==> src/rtl/commit_trace_tx.sv <==
// Commit trace transmitter: buffers retiring instructions in a FWFT FIFO
// and streams stamped records over a valid/ready link to the checker.
module commit_trace_tx #(
    parameter int DEPTH = 8,
    parameter int CYC_W = 32,
    parameter int SEQ_W = 16
) (
    input  logic                       clk,
    input  logic                       rst,
    input  logic                       wb_valid,
    input  logic [15:0]                wb_pc,
    input  logic                       wb_regwrite,
    input  logic [3:0]                 wb_rd,
    input  logic [15:0]                wb_data,
    input  logic                       wb_hlt,
    output logic                       trace_valid,
    input  logic                       trace_ready,
    output logic [15:0]                trace_pc,
    output logic                       trace_we,
    output logic [3:0]                 trace_rd,
    output logic [15:0]                trace_data,
    output logic                       trace_hlt,
    output logic [SEQ_W-1:0]           trace_seq,
    output logic [CYC_W-1:0]           trace_cycle,
    output logic [$clog2(DEPTH):0]     fill_level,
    output logic                       overflow,
    output logic                       done
);

    localparam int AW = $clog2(DEPTH);
    localparam int LW = AW + 1;

    typedef struct packed {
        logic [15:0]      pc;
        logic             we;
        logic [3:0]       rd;
        logic [15:0]      data;
        logic             hlt;
        logic [SEQ_W-1:0] seq;
        logic [CYC_W-1:0] cyc;
    } rec_t;

    typedef enum logic [1:0] {
        S_RUN,
        S_HALTED,
        S_DONE
    } state_t;

    state_t           state;
    rec_t             mem [DEPTH];
    rec_t             new_rec;
    rec_t             head;
    logic [AW-1:0]    wr_ptr;
    logic [AW-1:0]    rd_ptr;
    logic [LW-1:0]    fill_q;
    logic [LW-1:0]    fill_nxt;
    logic [CYC_W-1:0] cycle_cnt;
    logic [SEQ_W-1:0] seq_cnt;
    logic             empty;
    logic             full;
    logic             commit;
    logic             pop;
    logic             push;
    logic             drop;

    assign empty  = (fill_q == '0);
    assign full   = (fill_q == LW'(DEPTH));
    assign commit = wb_valid && (state == S_RUN);
    assign pop    = !empty && trace_ready;
    // A full FIFO still accepts when the head leaves in the same cycle.
    assign push   = commit && (!full || pop);
    assign drop   = commit && full && !pop;

    always_comb begin
        new_rec      = '0;
        new_rec.pc   = wb_pc;
        new_rec.we   = wb_regwrite;
        new_rec.rd   = wb_regwrite ? wb_rd : 4'd0;
        new_rec.data = wb_regwrite ? wb_data : 16'd0;
        new_rec.hlt  = wb_hlt;
        new_rec.seq  = seq_cnt;
        new_rec.cyc  = cycle_cnt;
    end

    always_comb begin
        fill_nxt = fill_q;
        unique case ({push, pop})
            2'b10:   fill_nxt = fill_q + 1'b1;
            2'b01:   fill_nxt = fill_q - 1'b1;
            default: fill_nxt = fill_q;
        endcase
    end

    always_ff @(posedge clk) begin
        if (push) begin
            mem[wr_ptr] <= new_rec;
        end
    end

    always_ff @(posedge clk or posedge rst) begin
        if (rst) begin
            wr_ptr    <= '0;
            rd_ptr    <= '0;
            fill_q    <= '0;
            cycle_cnt <= '0;
            seq_cnt   <= '0;
            overflow  <= 1'b0;
            done      <= 1'b0;
            state     <= S_RUN;
        end else begin
            cycle_cnt <= cycle_cnt + 1'b1;
            fill_q    <= fill_nxt;
            if (commit) begin
                seq_cnt <= seq_cnt + 1'b1;
            end
            if (push) begin
                wr_ptr <= wr_ptr + 1'b1;
            end
            if (pop) begin
                rd_ptr <= rd_ptr + 1'b1;
            end
            if (drop) begin
                overflow <= 1'b1;
            end
            case (state)
                S_RUN: begin
                    if (push && wb_hlt) begin
                        state <= S_HALTED;
                    end
                end
                S_HALTED: begin
                    if (fill_nxt == '0) begin
                        state <= S_DONE;
                        done  <= 1'b1;
                    end
                end
                S_DONE: begin
                    done <= 1'b1;
                end
                default: begin
                    state <= S_RUN;
                end
            endcase
        end
    end

    // Head is masked so every trace field reads 0 while the FIFO is empty.
    assign head        = empty ? '0 : mem[rd_ptr];
    assign trace_valid = !empty;
    assign trace_pc    = head.pc;
    assign trace_we    = head.we;
    assign trace_rd    = head.rd;
    assign trace_data  = head.data;
    assign trace_hlt   = head.hlt;
    assign trace_seq   = head.seq;
    assign trace_cycle = head.cyc;
    assign fill_level  = fill_q;

endmodule

==> config.mk <==
export PLATFORM = sky130hd
export DESIGN_NAME = commit_trace_tx
export DESIGN_NICKNAME = d
export VERILOG_FILES = /design/src/rtl/commit_trace_tx.sv
export SDC_FILE = /design/constraint.sdc
export NUM_CORES = 1
export LEC_CHECK = 0
export ABC_AREA = 1
export ABC_CLOCK_PERIOD_IN_PS = 16550
export CAP_MARGIN = 20
export CORE_ASPECT_RATIO = 0.5
export CORE_MARGIN = 3
export CORE_UTILIZATION = 60
export CTS_CLUSTER_DIAMETER = 200
export DETAILED_ROUTE_END_ITERATION = 16
export PLACE_DENSITY_LB_ADDON = 0.15
export SLEW_MARGIN = 20
export SYNTH_ARGS = -nofsm -noshare
export SYNTH_HDL_FRONTEND = slang
export SYNTH_SLANG_ARGS = --single-unit
==> constraint.sdc <==
create_clock -name clk -period 16.55 [get_ports clk]
set_input_delay 3.31 -clock clk [delete_from_list [all_inputs] [get_ports clk]]
set_output_delay 3.31 -clock clk [all_outputs]
set_load 0.01 [all_outputs]
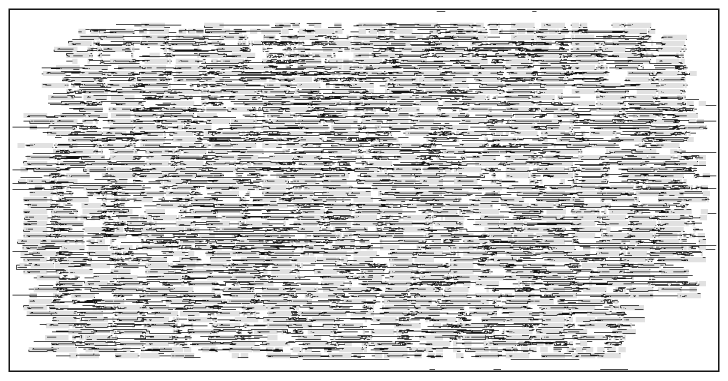
met1.png
Cells faint in the background.
nets with wire on the layer: 2329
longest straight run: 63.5 um
main direction: horizontal
share of all routed wire: 44%
wire length on this layer: 27.9 mm

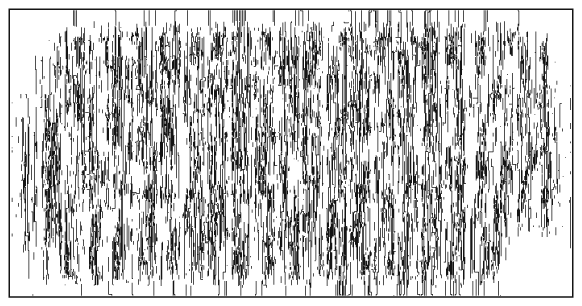
met2.png
wire length on this layer: 31.1 mm
share of all routed wire: 49%
longest straight run: 64.8 um
main direction: vertical
nets with wire on the layer: 1823

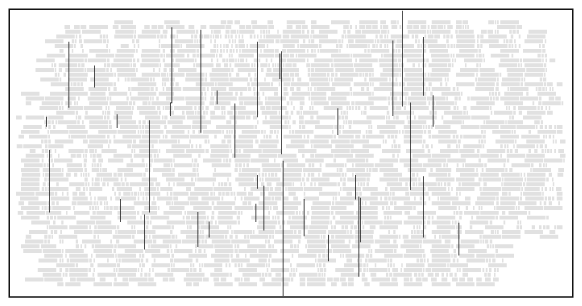
met4.png
Cells faint in the background.
main direction: vertical
share of all routed wire: 1.5%
wire length on this layer: 981 um
nets with wire on the layer: 17

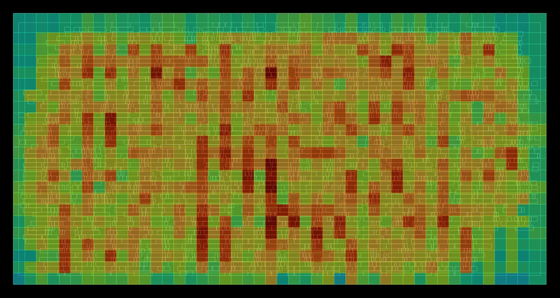
final_congestion.png
Core Util, Final: 69.9%
met1 usage: 35.5%
met3 Use GR: 3.54%
Routed wire per std cell: 20.7 um
GR Util All Layers: 24.6%

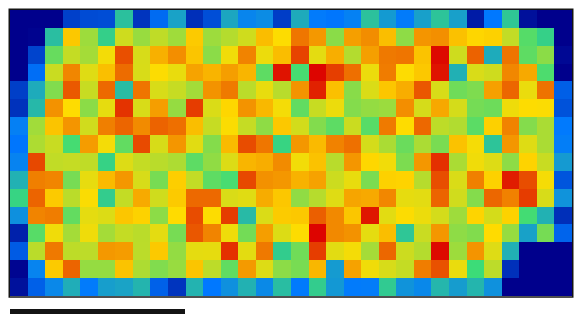
density.png
Scale bar: 100 um. 32 x 16 tiles, from dark blue (low) to red (high), 0 to 100% covered.
mean over tiles: 62%
nearly empty tiles: 4.5%
fullest tile: 100%

==> ci_impl_report.md <==
## Implementation flow summary

| Metric | Value |
|---|---|
| Status | finished, final reports clean |
| Fin Hold WS | 0.488 ns |
| Most common library cells after synthesis | edfxtp_1, nor2_1, o21ai_0 |
| Met2 wire length | 31100 um |
| CTS clk-pin slew, worst paths | 0.07 ns |
| # Cells Yosys | 2320 |
| Biggest consumer | registers |
| Actual slew at the worst max-slew pin | 1.09 ns |
| Finished Cell Area | 33500 um2 |
| Combinational fraction of design power | 33.6% |
| Maximum level of the CTS H-tree | 2 |
| First-pass GRT wire length | 100000 um |
| Final setup TNS | 0 ns |
| Deepest clock path buffer count | 3 |
| CP cell instances | buf_4, buf_6, buf_4, o21ai_0, o22ai_1, o21ai_0, a31oi_1, clkdlybuf4s50_1 |
| Dominant kind of cell | registers |
| Die width | 321 um |
| Placed instance count | 2975 |
| Grt met2 use | 40.5% |
| Synth logic family | AND-OR/OR-AND gates |
| Clk tree area frac | 5.62% |
| Worst R2R Start | fill_level[0] |
| Total power | 5.26 mW |
| Hold buffer count at cts | 0 |
| Iteration-0 DRC Markers | 1963 |
| Arr. time, crit path | 5.48 ns |
| Mux frac, synth | 0% |
| Simple share | 9.91% |
| Power Clock | 1.39 mW |
| Dpl cell area | 31600 um2 |
| DRC | 0 |
| Top cell excl fill/tap | edfxtp_1 |
| Max frequency | 114 MHz |
| Clk_lat worst skew | 0.61 ns |
| Share of cells above drive strength 1 | 6.66% |
| Max Slew Vio Count | 0 |
| Power Combinational | 1.77 mW |
| Flop area | 22200 um2 |
| Most flops, register | mem |
| Crit path DRT | 13.24 ns |
| Cts bufs inserted | 61 |
| Max reg flops | 688 |
| Slowest CP cell | buf_4 |
| Final nets | 2448 |
| Antenna violation net count after detailed routing | 0 |
| Unrepaired setup endpoints after global routing | false |
| Tap cells | 638 |
| Tcrit/Tclk final | 53.1% |
| Switching share of power | 33.2% |
| Total wire length | 63900 um |
| Non-clk invs | 66 |
| Power density over cell area | 157 nW/um2 |
| Area leader, netlist | edfxtp_1 |
| Synth Instances | 2320 |
| Gr busiest metal | met2 |
| R2R cell count | 10 |
| Critical path origin | rd_ptr[0] |
| Crit. End Element | output port |
| Grt ovf | 0 |
| Area fraction in xor and xnor cells | 1.27% |
| Uppermost layer routed | met5 |
| Largest net degree at the start of global routing | 129 |
| I/O pin count | 135 |
| Skew final | 0.0164 ns |
| Flop2flop setup slack | 12.47 ns |
| Hold worst-path end | done |
| Critical Path Fanout Max | 104 |
| Non-clk buf share | 4.69% |
| Yosys Warn Count | 0 |
| Largest registers | mem x688, cycle_cnt x32, seq_cnt x16 |
| Tool Warnings | 36 |
| CP Launch Type | flip-flop |
| Register share after synthesis | 74.7% |
| Buffers & Inverters on Critical Path | 4 |
| Crit-path leading delay family | buffers and inverters |
| Routability Congestion | 0.737 |
| Metal1 wirelength | 27900 um |
| Buffers excl. clock | 162 |
| Worst setup path end | trace_seq[9] |
| Flops out of synthesis | 750 |
| Distinct lib cells used | 38 |
| Seq Cell Count | 750 |
| FP Core Util | 62.1% |
| CP peak stage delay | 0.92 ns |
| AO/OA Area Share | 11.0% |
| Asr flop ratio synth | 8.27% |
| Crit path kind | reg -> out |
| Final std cells w/o fill | 3087 |
| Vias/cell | 5.93 |
| Cell Rows | 56 |
| Synth Net Count | 2367 |
| Antenna violations before repair | 2 |
| Fa+ha+maj area frac | 0.210% |
| Setup ws final | 7.76 ns |
| Stages on worst setup path | 8 |
| Hold Startpoint | done |
| YS chip area | 29700 um2 |
| Count of final setup violators | 0 |
| Combinational share of cell area | 20.1% |
| Seq area share | 66.4% |
| Antenna cells | 1 |
| Sequential Power Share | 40.1% |
| Clock buffer count | 84 |
| Cell area leaders | edfxtp_1, o21ai_0, nor2_1 |
| Worst hold stages | 2 |
| Top_reg_cell synth | edfxtp_1 |
| Clk sink count | 750 |
| Mi-comb count | 1360 |
| Peak VDD IR | 116 uV |
| Clock network power share | 26.4% |
| Core Box Area | 47900 um2 |
| Vias in the first global route | 17700 |
| Fin crit period | 8.79 ns |
Power and IR drop assume default switching activity.
